==> images/m1.png <==
Supply wires on this layer in grey.
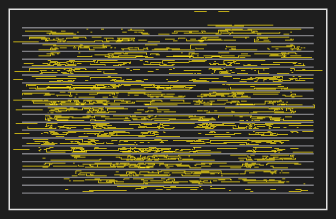
==> images/layers.png <==
Two of the layers only.
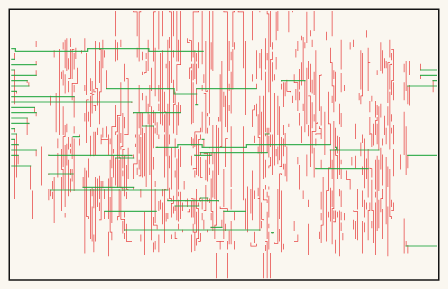
==> images/clock_nets.png <==
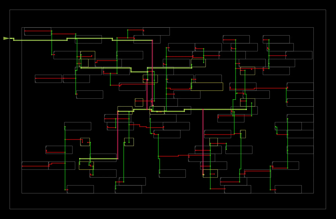
==> images/port_trees.png <==
Scale bar: 20 µm.
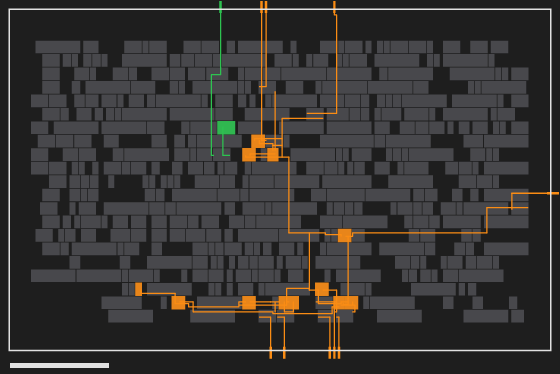
==> images/closeup.png <==
Scale bar: 10 µm. Window x 40 to 70, y 19 to 49 µm. Cells in grey, sequential cells in the stronger grey; small squares are vias.
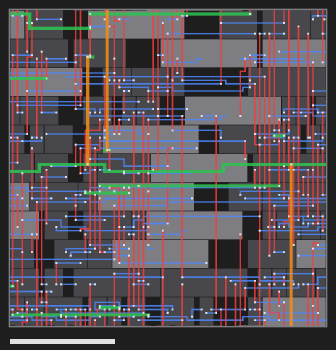
`src/rtl/usb_dfu_flash_sequencer_pkg.sv`:
```
// usb_dfu_flash_sequencer_pkg: DFU status codes, sequencer states and image-region defaults.
package usb_dfu_flash_sequencer_pkg;
    localparam int          DEF_PAGE_SIZE   = 256;
    localparam logic [15:0] DEF_BASE_PAGE   = 16'h0280;
    localparam logic [15:0] DEF_IMAGE_PAGES = 16'h0580;
    localparam logic [23:0] DEF_TIMEOUT     = 24'hFFFFFF;

    typedef enum logic [3:0] {
        ST_OK          = 4'h0,
        ST_ERR_WRITE   = 4'h3,
        ST_ERR_ADDRESS = 4'h8,
        ST_ERR_UNKNOWN = 4'hE
    } dfu_status_e;

    typedef enum logic [2:0] {
        S_IDLE,
        S_WR_XFER,
        S_WR_WAIT,
        S_RD_XFER,
        S_DRAIN,
        S_DONE
    } seq_state_e;
endpackage

```
`src/rtl/usb_dfu_timeout.sv`:
```
// usb_dfu_timeout: loadable 24-bit down-counter; o_expire pulses on the last enabled cycle.
module usb_dfu_timeout
    import usb_dfu_flash_sequencer_pkg::*;
#(
    parameter logic [23:0] LOAD = DEF_TIMEOUT
) (
    input  logic i_clk,
    input  logic i_reset,
    input  logic i_load,
    input  logic i_en,
    output logic o_expire
);
    logic [23:0] r_cnt;

    always_ff @(posedge i_clk or negedge i_reset) begin
        if (!i_reset)                   r_cnt <= '0;
        else if (i_load)                r_cnt <= LOAD;
        else if (i_en && r_cnt != 24'd0) r_cnt <= r_cnt - 24'd1;
    end

    assign o_expire = i_en && !i_load && r_cnt == 24'd1;
endmodule

```
`src/rtl/usb_dfu_flash_sequencer.sv`:
```
// usb_dfu_flash_sequencer: turns DFU DNLOAD/UPLOAD blocks into usb_spiflash_bridge page operations
// and reports busy/done/bStatus for GETSTATUS.
module usb_dfu_flash_sequencer
    import usb_dfu_flash_sequencer_pkg::*;
#(
    parameter int          PAGE_SIZE   = DEF_PAGE_SIZE,
    parameter logic [15:0] BASE_PAGE   = DEF_BASE_PAGE,
    parameter logic [15:0] IMAGE_PAGES = DEF_IMAGE_PAGES,
    parameter logic [23:0] TIMEOUT     = DEF_TIMEOUT
) (
    input  logic        i_clk,
    input  logic        i_reset,
    input  logic        i_dn_start,
    input  logic        i_up_start,
    input  logic [15:0] i_blk_num,
    input  logic [8:0]  i_blk_len,
    input  logic        i_abort,
    output logic        o_busy,
    output logic        o_done,
    output logic        o_manifest,
    output logic [3:0]  o_status,
    output logic [15:0] o_flash_address,
    output logic        o_flash_rd_request,
    output logic        o_flash_wr_request,
    input  logic        i_flash_wr_busy,
    input  logic        i_flash_wr_get,
    input  logic        i_flash_rd_put
);
    seq_state_e  r_state, w_next;
    dfu_status_e r_status, w_status;
    logic [15:0] r_addr;
    logic [8:0]  r_len, r_cnt, w_cnt_nxt;
    logic        r_seen_busy, r_manifest;
    logic        w_accept, w_tick, w_last, w_expire, w_tmr_en;

    assign w_tick    = (r_state == S_WR_XFER && i_flash_wr_get) || (r_state == S_RD_XFER && i_flash_rd_put);
    assign w_cnt_nxt = r_cnt + {8'd0, w_tick};
    assign w_last    = w_cnt_nxt == r_len;
    assign w_tmr_en  = r_state inside {S_WR_XFER, S_WR_WAIT, S_RD_XFER};

    usb_dfu_timeout #(.LOAD(TIMEOUT)) u_timeout (
        .i_clk    (i_clk),
        .i_reset  (i_reset),
        .i_load   (w_accept),
        .i_en     (w_tmr_en),
        .o_expire (w_expire)
    );

    always_comb begin
        w_next   = r_state;
        w_status = r_status;
        w_accept = 1'b0;
        case (r_state)
            S_IDLE: if (i_dn_start || i_up_start) begin
                w_accept = 1'b1;
                w_status = (i_blk_num >= IMAGE_PAGES) ? ST_ERR_ADDRESS : ST_OK;
                w_next   = (i_blk_num >= IMAGE_PAGES || i_blk_len == 9'd0) ? S_DONE :
                           i_dn_start ? S_WR_XFER : S_RD_XFER;
            end
            S_WR_XFER: begin
                w_next   = w_last ? S_WR_WAIT : (i_abort || w_expire) ? S_DRAIN : S_WR_XFER;
                w_status = (!w_last && !i_abort && w_expire) ? ST_ERR_WRITE : r_status;
            end
            // bridge busy lags the request by a cycle, so only a seen-then-cleared busy means programmed
            S_WR_WAIT: begin
                w_next   = (r_seen_busy && !i_flash_wr_busy) ? S_DONE : w_expire ? S_DRAIN : S_WR_WAIT;
                w_status = (!(r_seen_busy && !i_flash_wr_busy) && w_expire) ? ST_ERR_WRITE : r_status;
            end
            S_RD_XFER: begin
                w_next   = (w_last || i_abort || w_expire) ? S_DONE : S_RD_XFER;
                w_status = (!w_last && !i_abort && w_expire) ? ST_ERR_UNKNOWN : r_status;
            end
            S_DRAIN: w_next = i_flash_wr_busy ? S_DRAIN : S_DONE;
            default: w_next = S_IDLE;
        endcase
    end

    always_ff @(posedge i_clk or negedge i_reset) begin
        if (!i_reset) begin
            r_state     <= S_IDLE;
            r_status    <= ST_OK;
            r_addr      <= '0;
            r_len       <= '0;
            r_cnt       <= '0;
            r_seen_busy <= 1'b0;
            r_manifest  <= 1'b0;
        end else begin
            r_state  <= w_next;
            r_status <= w_status;
            r_cnt    <= w_accept ? 9'd0 : w_cnt_nxt;
            if (w_accept) begin
                r_addr      <= BASE_PAGE + i_blk_num;
                r_len       <= (i_blk_len > 9'(PAGE_SIZE)) ? 9'(PAGE_SIZE) : i_blk_len;
                r_seen_busy <= 1'b0;
                r_manifest  <= i_dn_start && i_blk_len == 9'd0 && i_blk_num < IMAGE_PAGES;
            end else if (r_state == S_WR_WAIT && i_flash_wr_busy) begin
                r_seen_busy <= 1'b1;
            end
        end
    end

    assign o_busy             = r_state inside {S_WR_XFER, S_WR_WAIT, S_RD_XFER, S_DRAIN};
    assign o_done             = r_state == S_DONE;
    assign o_manifest         = r_state == S_DONE && r_manifest;
    assign o_status           = r_status;
    assign o_flash_address    = r_addr;
    assign o_flash_wr_request = r_state == S_WR_XFER;
    assign o_flash_rd_request = r_state == S_RD_XFER;
endmodule

```
`config.mk`:
```
export PLATFORM = sky130hd
export DESIGN_NAME = usb_dfu_flash_sequencer
export DESIGN_NICKNAME = d
export VERILOG_FILES = /design/src/rtl/usb_dfu_flash_sequencer_pkg.sv /design/src/rtl/usb_dfu_timeout.sv /design/src/rtl/usb_dfu_flash_sequencer.sv
export SDC_FILE = /design/constraint.sdc
export NUM_CORES = 1
export LEC_CHECK = 0
export CORE_ASPECT_RATIO = 0.6
export CORE_MARGIN = 4
export CORE_UTILIZATION = 58
export CTS_CLUSTER_DIAMETER = 120
export DETAILED_ROUTE_END_ITERATION = 12
export PLACE_DENSITY = 0.83
export SLEW_MARGIN = 20
export SYNTH_ARGS = -nofsm -noshare
export SYNTH_HDL_FRONTEND = slang
export SYNTH_SLANG_ARGS = --single-unit
```
`constraint.sdc`:
```
create_clock -name i_clk -period 6.85 [get_ports i_clk]
set_input_delay 1.37 -clock i_clk [delete_from_list [all_inputs] [get_ports i_clk]]
set_output_delay 1.37 -clock i_clk [all_outputs]
set_load 0.02 [all_outputs]
```
==> datasheet_impl.txt <==
Summary of implementation characteristics

Parameter                              Value

Status
  Result of the run .................. completed

Drt
  Count of antenna-violating nets left after detailed routing .................. 0
  Met3 Routed Length .................. slightly below 500 µm
  Wire length on met2 .................. about 3700 µm
  Post-detailed-route via-to-cell ratio .................. roughly 5.6
  Met1 Wirelength .................. approximately 3900 µm
  Initial DRC Count .................. around 180
  Iteration count of the initial detailed-routing pass .................. 4
  Routed len/inst .................. 16.12 µm
  Top Metal Used .................. met4

Final layout
  Number of multi-input combinational cells in the layout .................. about 280
  Clkbuf count .................. 9
  # fillers .................. 399
  Number of sequential storage elements .................. roughly 67
  Highest-count cells in the layout ignoring fill and taps .................. sky130_fd_sc_hd__nand2_1, sky130_fd_sc_hd__dfrtp_1, sky130_fd_sc_hd__clkdlybuf4s50_1
  Proportion of cell area spent on the clock network .................. between 4 and 5%
  Comb/total area .................. between 40% and 50%
  Fraction of the core area covered by cells at the end of the flow .................. about three quarters
  Area delta synth->final .................. 22.50%
  Signal buffers .................. ~58
  Logic area .................. between 0.0015 and 0.002 mm²
  NumNets Final .................. ~460
  Final instance area .................. about 0.0044 mm²
  Non-clk buf share .................. a little over an eighth
  Flip-flop count of the largest register, all copies and words added .................. 24
  Non-Clock Inverter Count .................. 8
  Fraction of area in registers .................. roughly 38%
  Cell Count, Final, Fillers Out .................. between 500 and 600
  Combined flip-flop and latch cell area .................. roughly 0.0017 mm²
  Number of diodes added for antenna fixing .................. 0
  Largest cell class by area .................. combinational gates
  Ratio of cells with drive above 1 in the final layout .................. between 7 and 8%
  Most numerous logic cell after layout .................. sky130_fd_sc_hd__nand2_1
  Largest Register .................. u_timeout.r_cnt

Placed design
  Pre-CTS setup slack .................. between 2 and 3 ns
  Number of I/O port buffers .................. between 50 and 60
  # placed instances .................. between 400 and 500
  Final HPWL from detailed placement .................. between 5000 and 6000 µm
  DP Area .................. approximately 0.0042 mm²
  RePlAce Congestion .................. roughly 0.95

Clock network
  TritonCTS clock tree .................. done
  Clock Pin Slew Worst Setup and Hold Paths .................. approximately 0.070 ns
  CTS H-tree depth .................. 3
  Total setup buffers inserted after CTS .................. 0
  Hold buffers post-CTS .................. 0
  Cell at the root of the clock tree .................. sky130_fd_sc_hd__clkbuf_8
  Maximum number of buffers from clock root to sink .................. 2
  Resized cells post-CTS .................. 0

Global routing
  Global routing's busiest layer .................. met2
  Met2 routing resource usage after global routing .................. a little under two fifths
  Wire length of the first global-routing pass .................. about 13000 µm
  Antenna violations before repair .................. 0
  Fraction of met3 tracks used by global routing .................. under 10%
  Vias in the first global route .................. between 2000 and 3000
  Largest net degree at the start of global routing .................. 68
  GRT Resource Usage Total .................. between 20% and 30%
  GRT overflow .................. 0

Pwr
  Worst voltage drop across the vdd grid .................. 326.7 µV
  Gate power share .................. 41.9%
  Internal Pwr Total .................. between 0.0009 and 0.001 W
  Pwr/cell area .................. 369.8 mW/mm²
  Top power consumer group .................. combinational cells
  Power of the sequential group .................. about 0.0006 W
  Fraction of power spent switching nets .................. roughly 40%
  Clock Power Share .................. between 20% and 30%
  Total chip power .................. around 0.0016 W
  Comb pwr .................. between 0.0006 and 0.0007 W
  Sequential share of power .................. 37.3%
  Switching power .................. between 0.0006 and 0.0007 W
  Total leakage power .................. around 1.7 nW

Yosys
  Avg Inst Size Synth .................. roughly 9.6 µm²
  Post-synth top cells .................. sky130_fd_sc_hd__nand2_1, sky130_fd_sc_hd__dfrtp_1, sky130_fd_sc_hd__xnor2_1
  Tally of yosys warning messages .................. 0
  Cell count listed in synth_stat.txt .................. 370
  Main flop type after synthesis .................. sky130_fd_sc_hd__dfrtp_1
  Chip area line of the yosys report .................. around 0.0036 mm²
  Top-area cell type share of the netlist area .................. between 40 and 50%
  Synth unique cells .................. 54
  Comb area leader .................. simple AND/OR/NAND/NOR gates
  Post-synthesis share of cell area spent on xor and xnor gates .................. between 10% and 20%
  Cell area leaders .................. sky130_fd_sc_hd__dfrtp_1, sky130_fd_sc_hd__nand2_1, sky130_fd_sc_hd__xnor2_1
  Library cell with the largest summed area after synthesis .................. sky130_fd_sc_hd__dfrtp_1
  Aoi share .................. 8.579%
  Gate Count Post-Synth .................. roughly 370
  Synth flops .................. 67
  Most frequently used cell type in the post-synthesis netlist .................. sky130_fd_sc_hd__nand2_1
  Seq share, synth .................. 47.12%
  Post-synthesis instance area .................. roughly 0.0036 mm²
  Syn_nets .................. 408
  Post-synth tally of flip-flops with integrated enable .................. 0
  Share of synthesized registers carrying an async set or reset .................. 100.0%
  Post-synthesis share of cell area spent on and, or, nand and nor gates .................. approximately a quarter
  Mux contribution to synthesized area .................. 0.9845%

STA
  Remaining max-slew budget at the tightest pin .................. ~42%
  Min Tclk post-route .................. 3.791 ns
  Setup WS post-layout .................. 3.059 ns
  Final hold slack .................. approximately 0.48 ns
  RSZ-0062 raised after global routing .................. no
  Fin. max-slew vios .................. 0
  Count of endpoints failing setup in the final report .................. 0
  Hold Violations, Final .................. 0
  Total Neg Setup Slack .................. 0 ns
  Achievable Freq .................. around 0.26 GHz
  Worst slew pin tran .................. roughly 0.87 ns

Worst setup path
  Kind of start point of the critical path .................. input port
  Startpoint-to-endpoint class of the critical path .................. in2reg
  Setup slack of the worst register-to-register path .................. roughly 3.7 ns
  Cell depth of the worst setup path .................. 12
  Maximum fanout along the worst path .................. 5
  Launching element of the worst setup path .................. i_flash_wr_get
  Critical path capture point type .................. flop
  Depth of the worst register-to-register path .................. 11
  Required time at the worst-slack endpoint .................. roughly 7.1 ns
  Critical Path Sink .................. r_state[0]$_DFFE_PN0P_
  Critical-path cell list .................. clkdlybuf4s50_1, mux2i_1, nor2_1, ha_1, ha_1, xnor3_1, nand3_1, a311oi_1, o2111a_1, and2_1, nor3_1, a221o_1
  Most frequent CP cell .................. sky130_fd_sc_hd__ha_1
  Top delay family on crit path .................. AND-OR/OR-AND gates
  CP bufs+invs .................. 1
  Crit-path slowest cell .................. sky130_fd_sc_hd__clkdlybuf4s50_1
  Delay contributed by the slowest stage of the critical path .................. approximately 0.46 ns
  Worst EP arrival .................. slightly above 4 ns
  Reg-to-reg critical path endpoint .................. r_state[0]$_DFFE_PN0P_
  Worst reg2reg startpoint .................. r_state[1]$_DFFE_PN0P_

Min path
  Classification of the worst-slack hold path .................. reg2reg
  Hold path endpoint .................. o_flash_address[1]$_DFFE_PN0P_
  Hold Path Stages .................. 2
  Hold Path Origin .................. o_flash_address[1]$_DFFE_PN0P_

Die
  Chip area .................. between 0.007 and 0.008 mm²
  Starting density of the core .................. between 60% and 70%
  Die extent in x .................. 109.1 µm
  Core footprint .................. between 0.005 and 0.006 mm²
  Chip Height .................. 68.67 µm
  Cell Rows .................. 21
  Number of ports placed on the die boundary .................. 58
  Tapcell count .................. ~80

Flow run
  Maximum Capacitance Violations .................. 0
  Total number of warnings across the stage logs .................. 27
Back to the opening pictures, m1.png:
The layer holds 48% of the routed length. The layer carries 3940 µm of wire. The longest straight run is 32.2 µm.
aggregate routed wire length: 8174 µm
routing usage on met1: 32.04%
total number of vias: 2829

Back to the opening pictures, layers.png:
Green stands for M3, wire length 498 µm. Red stands for M2, wire length 3650 µm.

Back to the opening pictures, clock_nets.png:
count of clock tree sinks: 67
CTS Buf Count: 9
Late-Pin Clk Latency: 0.35 ns
worst setup skew after layout: 0.01158 ns
clock group power: 0.000336 W

Back to the opening pictures, port_trees.png:
Green stands for i_flash_rd_put, direction input, edge top, end cells 1, buffers 1, wire 38.5 µm. Orange stands for i_blk_len, direction input, edge 5 bottom, 3 top, 1 right, end cells 12, buffers 9, wire 394 µm.

Back to the opening pictures, closeup.png:
Red stands for M2. Blue stands for M1. Green stands for M3. Orange stands for M4.
69 logic cells have their middle in the window. Sequential cells in the window: 11. Most frequent: nand2_1 (12), dfrtp_1 (11), clkdlybuf4s50_1 (5). Netlist names of flops here include r_cnt (4), r_len (3), u_timeout.r_cnt (2).

Power is estimated from default activity; no workload was simulated.
